$ cat src/rtl/board_tx_if.sv
// Valid/ready byte channel from the board serializer to the UART transmitter.
interface board_tx_if;
    logic [7:0] tx_data;
    logic       tx_valid;
    logic       tx_ready;

    modport master (output tx_data, output tx_valid, input tx_ready);
    modport slave  (input tx_data, input tx_valid, output tx_ready);
endinterface

$ cat src/rtl/board_tx.sv
// Serializes a 9x9 Go board snapshot into a frame: header, 21 packed cell bytes, XOR checksum.
module board_tx #(
    parameter logic [7:0] HEADER = 8'hA5
) (
    input  logic                  clk_in,
    input  logic                  reset_n,
    input  logic                  start,
    input  logic [8:0][8:0][1:0]  board_in,
    board_tx_if.master            tx,
    output logic                  busy,
    output logic                  done
);

    localparam int unsigned CELL_BITS = 162;
    localparam int unsigned IDX_W     = 5;
    localparam int unsigned LAST_IDX  = 20;

    typedef enum logic [2:0] {S_IDLE, S_HDR, S_DATA, S_CSUM, S_DONE} state_t;

    state_t               state_q, state_d;
    logic [IDX_W-1:0]     idx_q, idx_d;
    logic [7:0]           csum_q, csum_d;
    logic [CELL_BITS-1:0] snap_q, snap_d;
    logic [7:0]           data_q, data_d;
    logic                 valid_q, valid_d;
    logic                 busy_q, busy_d;
    logic                 done_q, done_d;
    logic                 xfer;
    logic [7:0]           cur_byte;

    // Flat snapshot bit 2k holds cell k, so byte j is simply bits [8j+7:8j]; D20 is zero-padded.
    function automatic logic [7:0] data_byte(input logic [CELL_BITS-1:0] s,
                                             input logic [IDX_W-1:0] j);
        logic [255:0] pad;
        pad = 256'(s);
        return pad[{j, 3'b000} +: 8];
    endfunction

    assign xfer     = valid_q & tx.tx_ready;
    assign cur_byte = data_byte(snap_q, idx_q);

    always_ff @(posedge clk_in or negedge reset_n) begin
        if (!reset_n) begin
            state_q <= S_IDLE;
            idx_q   <= '0;
            csum_q  <= '0;
            snap_q  <= '0;
            data_q  <= '0;
            valid_q <= 1'b0;
            busy_q  <= 1'b0;
            done_q  <= 1'b0;
        end else begin
            state_q <= state_d;
            idx_q   <= idx_d;
            csum_q  <= csum_d;
            snap_q  <= snap_d;
            data_q  <= data_d;
            valid_q <= valid_d;
            busy_q  <= busy_d;
            done_q  <= done_d;
        end
    end

    // Next state; the outgoing byte is preloaded so it is registered when the state changes.
    always_comb begin
        state_d = state_q;
        idx_d   = idx_q;
        csum_d  = csum_q;
        snap_d  = snap_q;
        data_d  = data_q;
        case (state_q)
            S_IDLE: begin
                if (start) begin
                    state_d = S_HDR;
                    idx_d   = '0;
                    csum_d  = '0;
                    snap_d  = board_in;
                    data_d  = HEADER;
                end
            end
            S_HDR: begin
                if (xfer) begin
                    state_d = S_DATA;
                    data_d  = data_byte(snap_q, IDX_W'(0));
                end
            end
            S_DATA: begin
                if (xfer) begin
                    csum_d = csum_q ^ cur_byte;
                    idx_d  = idx_q + IDX_W'(1);
                    if (idx_q == IDX_W'(LAST_IDX)) begin
                        state_d = S_CSUM;
                        data_d  = csum_q ^ cur_byte;
                    end else begin
                        data_d  = data_byte(snap_q, idx_q + IDX_W'(1));
                    end
                end
            end
            S_CSUM: begin
                if (xfer) begin
                    state_d = S_DONE;
                    data_d  = 8'h00;
                end
            end
            S_DONE:  state_d = S_IDLE;
            default: state_d = S_IDLE;
        endcase
        valid_d = (state_d == S_HDR) || (state_d == S_DATA) || (state_d == S_CSUM);
        busy_d  = valid_d;
        done_d  = (state_d == S_DONE);
    end

    assign tx.tx_data  = data_q;
    assign tx.tx_valid = valid_q;
    assign busy        = busy_q;
    assign done        = done_q;

endmodule

$ cat src/flat_wrapper.sv
// flat-port wrapper written by rule: the top's interface ports become plain ports
module board_tx_flat 
#(
    parameter logic [7:0] HEADER = 8'hA5
)
  (clk_in, reset_n, start, board_in, busy, done, tx_tx_data, tx_tx_valid, tx_tx_ready);
  board_tx_if tx_i ();
  input  logic clk_in;
  input  logic reset_n;
  input  logic start;
  input  logic [8:0][8:0][1:0] board_in;
  output logic busy;
  output logic done;
  output wire logic [$bits(tx_i.tx_data)-1:0] tx_tx_data;
  output wire logic [$bits(tx_i.tx_valid)-1:0] tx_tx_valid;
  input wire logic [$bits(tx_i.tx_ready)-1:0] tx_tx_ready;
  assign tx_tx_data = tx_i.tx_data;
  assign tx_tx_valid = tx_i.tx_valid;
  assign tx_i.tx_ready = tx_tx_ready;
  board_tx #(.HEADER(HEADER)) u_core (.clk_in(clk_in), .reset_n(reset_n), .start(start), .board_in(board_in), .tx(tx_i), .busy(busy), .done(done));
endmodule
$ cat config.mk
export PLATFORM = sky130hd
export DESIGN_NAME = board_tx_flat
export DESIGN_NICKNAME = d
export VERILOG_FILES = /design/src/rtl/board_tx_if.sv /design/src/rtl/board_tx.sv /design/src/flat_wrapper.sv
export SDC_FILE = /design/constraint.sdc
export NUM_CORES = 1
export LEC_CHECK = 0
export ABC_AREA = 1
export CAP_MARGIN = 10
export CORE_ASPECT_RATIO = 0.6
export CORE_MARGIN = 2
export CORE_UTILIZATION = 50
export DETAILED_ROUTE_END_ITERATION = 12
export MAX_ROUTING_LAYER = met4
export PLACE_DENSITY = 0.86
export SYNTH_ARGS = -nofsm -noshare
export SYNTH_HDL_FRONTEND = slang
export SYNTH_SLANG_ARGS = --single-unit
$ cat constraint.sdc
create_clock -name clk_in -period 3.4 [get_ports clk_in]
set_clock_uncertainty 0.15 [all_clocks]
set_input_delay 0.51 -clock clk_in [delete_from_list [all_inputs] [get_ports clk_in]]
set_output_delay 0.51 -clock clk_in [all_outputs]
set_load 0.01 [all_outputs]
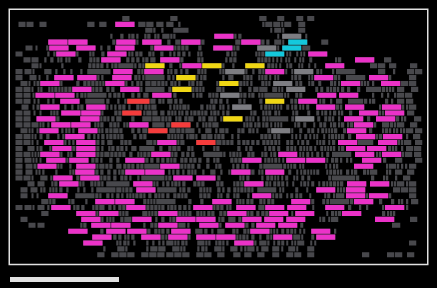
(images/ff_map.png)
Scale bar: 50 um. Other sequential cells in the stronger grey, the rest of the logic in the fainter grey.
colour	name in the netlist	sequential cells
red	u_core.idx_q	5
cyan	u_core.state_q	3
yellow	u_core.csum_q	8
magenta	u_core.snap_q	162
Util after Layout: 0.627
Sequential Power: 3.87 mW
Reg area: 0.00471 mm2
flop share of the area: 0.359

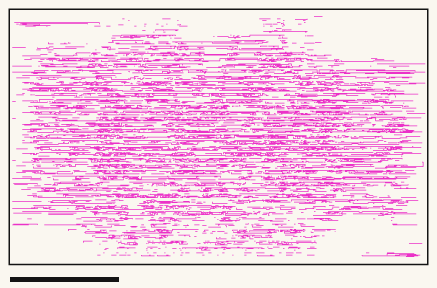
(images/m1.png)
Scale bar: 50 um.
main direction	horizontal
longest straight run	39.1 um
share of all routed wire	43%
wire length on this layer	14,700 um
nets with wire on the layer	1,603
via count: 11.1k
total wire length: 34,200 um
met1 track demand over resource: 0.466

==> results.yml <==
# synthesis and place-and-route metrics
status:
  status: "complete, no violations"
worst_setup_path:
  start_kind: "flip-flop"
  rr_startpoint: "u_core.idx_q[0]"
  rrSetupSlack_ns: 0.49
  cp_data_arrival_time_ns: 3.10
  rr_worst_depth: 17
  worstSetupEndpoint: "u_core.tx.tx_data[1]"
cts:
  cts.path.max_buffers: 2
  clk_pin_slew_ns: 0.07
  cts_max_level: 4
  cts_buffers: 17
  clock-sinks: 188
synth:
  top_area_frac: 0.444
  syn_area_mm2: 0.0106
  synth.largest_area_cell: "dfrtp_1"
  async_flop_share: 1.00
  fp_nets: 1687
  ys_cells: 1519
  ys_seq_share: 0.444
placement:
  dpl_cell_area_mm2: 0.0125
  portBuffers: 176
  place_congestion: 0.996
min_path:
  min-delay-start: "u_core.snap_q[66]"
  min_path_cells: 2
final_timing:
  clock.fmax_ghz: 0.344
  rsz0062_at_grt: "no"
  setup_tns_ns: 0
  final.period_utilization: 0.856
  hold_ws_ns: 0.357
  fin_crit_ns: 2.91
  finalSetupViolations: 0
cells_and_area:
  area_delta_synth_final_pct: 23.8
  drive_gt1_frac: 0.0394
  antenna_cells: 0
route:
  firstDrtPassIters: 7
  drc: 0
floorplanning:
  core_mm2: 0.0209
  initial_core_util: 0.507
pwr:
  ir_drop_mv: 0.478
  p_sw_frac: 0.472
  p_comb_frac: 0.510
  clkPwrFrac: 0.177
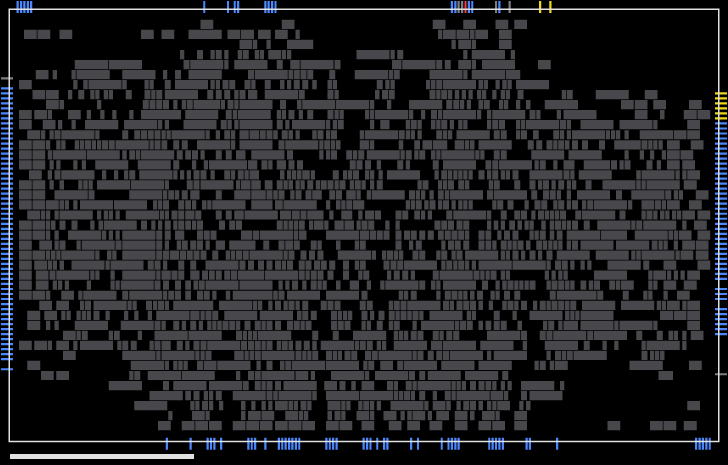
(images/pinout.png)
Scale bar: 50 um. Pins as bars across the die edge, other pins in grey.
colour	port	pins	direction	edge
yellow	tx_tx_data	8	output	6 right, 2 top
red	busy	1	output	top
blue	board_in	162	input	56 left, 47 bottom, 41 right, 18 top
all pins by edge	57 left, 48 right, 47 bottom, 25 top
die width: 192 um
Die H: 117 um

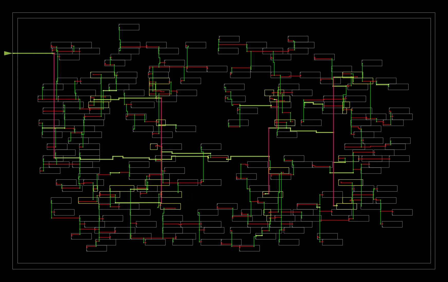
(images/clock_nets.png)
Worst-Skew Late Latency: 0.44 ns
Clk. pwr: 2.20 mW

[registers in the layout (all words and copies together), names as in the netlist]
name	count
u_core.csum_q	8
u_core.done	1
u_core.idx_q	5
u_core.snap_q	162
u_core.state_q	3
u_core.tx.tx_data	8
u_core.tx.tx_valid	1
[logic make-up after synthesis]
kind of cell / count (synthesis) / share of synthesized area
compound gates: 378 / 0.182
buf+inv: 287 / 0.114
simple gates: 661 / 0.255
flops: 188 / 0.444
xor+xnor: 3 / 0.00248
fa+ha+maj: 2 / 0.00236
[per-stage QoR]
step	power [mW]	worst slack (ns)	util
2_1_floorplan	7.97	0.833	-
3_3_place_gp	9.71	0.733	0.596
3_5_place_dp	9.86	0.690	0.596
4_1_cts	12.1	0.670	0.627
5_1_grt	13.2	0.268	0.627
6_report	12.4	0.490	0.627
[area by class of cell]
type | count | area share
sequential | 188 | 0.359
multi-input combinational | 1044 | 0.357
timing repair buffer | 202 | 0.156
inverter | 185 | 0.0529
clock buffer | 17 | 0.0324
tap | 279 | 0.0266
clock inverter | 15 | 0.0160
[layer usage]
layer	global-route usage	vias up	part of all wire
li1	-	5115	-
met1	0.466	5058	0.43
met2	0.444	809	0.40
met3	0.0921	81	0.15
met4	0.0916	0	0.022
met5	-	-	0
[power by group through the flow]
| stage | clock network [mW] | logic, mW | registers (mW) |
|---|---|---|---|
| 2_1_floorplan | 0 | 4.29 | 3.68 |
| 5_1_grt | 2.28 | 7.00 | 3.96 |
| 3_3_place_gp | 0 | 5.89 | 3.82 |
| 3_5_place_dp | 0 | 6.01 | 3.85 |
| 4_1_cts | 2.19 | 6.11 | 3.83 |
| 6_report | 2.20 | 6.31 | 3.87 |
[repair_timing]
item | CTS | global route
hold buffers | 1 | 0
setup buffers | 0 | 0
resized | 0 | 0
hold endpoints to repair | 60 | 0
[critical path, stage by stage, from the launching register on]
cell and delay, ns:
dfrtp_4 0.41, buf_4 0.28, buf_12 0.53, nand2_1 0.11
nand3_1 0.15, nand2_1 0.10, nand2_1 0.07, nand2_1 0.09
inv_1 0.06, nand2_1 0.06, nand2_1 0.10, nand2_1 0.06
nand2_1 0.08, nand3_1 0.09, nand2_1 0.08, nand2_1 0.06
nand2_1 0.06, nand2_1 0.05
[placed cells by master (no fill, tap or decap)]
| cell | instances |
|---|---|
| bufinv_16 | 4 |
| nand3_1 | 163 |
| buf_12 | 7 |
| dlygate4sd3_1 | 1 |
| nand4_1 | 2 |
| a211oi_1 | 1 |
| buf_4 | 18 |
| ha_1 | 2 |
| and3_4 | 1 |
| inv_8 | 3 |
| dfrtp_4 | 1 |
| clkinvlp_4 | 2 |
| xor2_1 | 3 |
| o21ai_1 | 9 |
| inv_6 | 3 |
| clkinv_1 | 3 |
| a21oi_1 | 116 |
| clkdlybuf4s50_1 | 175 |
| inv_2 | 4 |
| o21ai_0 | 235 |
| clkinv_2 | 3 |
| buf_6 | 1 |
| nor3_4 | 1 |
| o211ai_1 | 13 |
| o22ai_1 | 4 |
| clkbuf_16 | 17 |
| nor2_1 | 25 |
| dfrtp_1 | 187 |
| nand2_1 | 469 |
| inv_1 | 178 |
Power figures rest on the tool's default switching activity, not on a simulated workload.
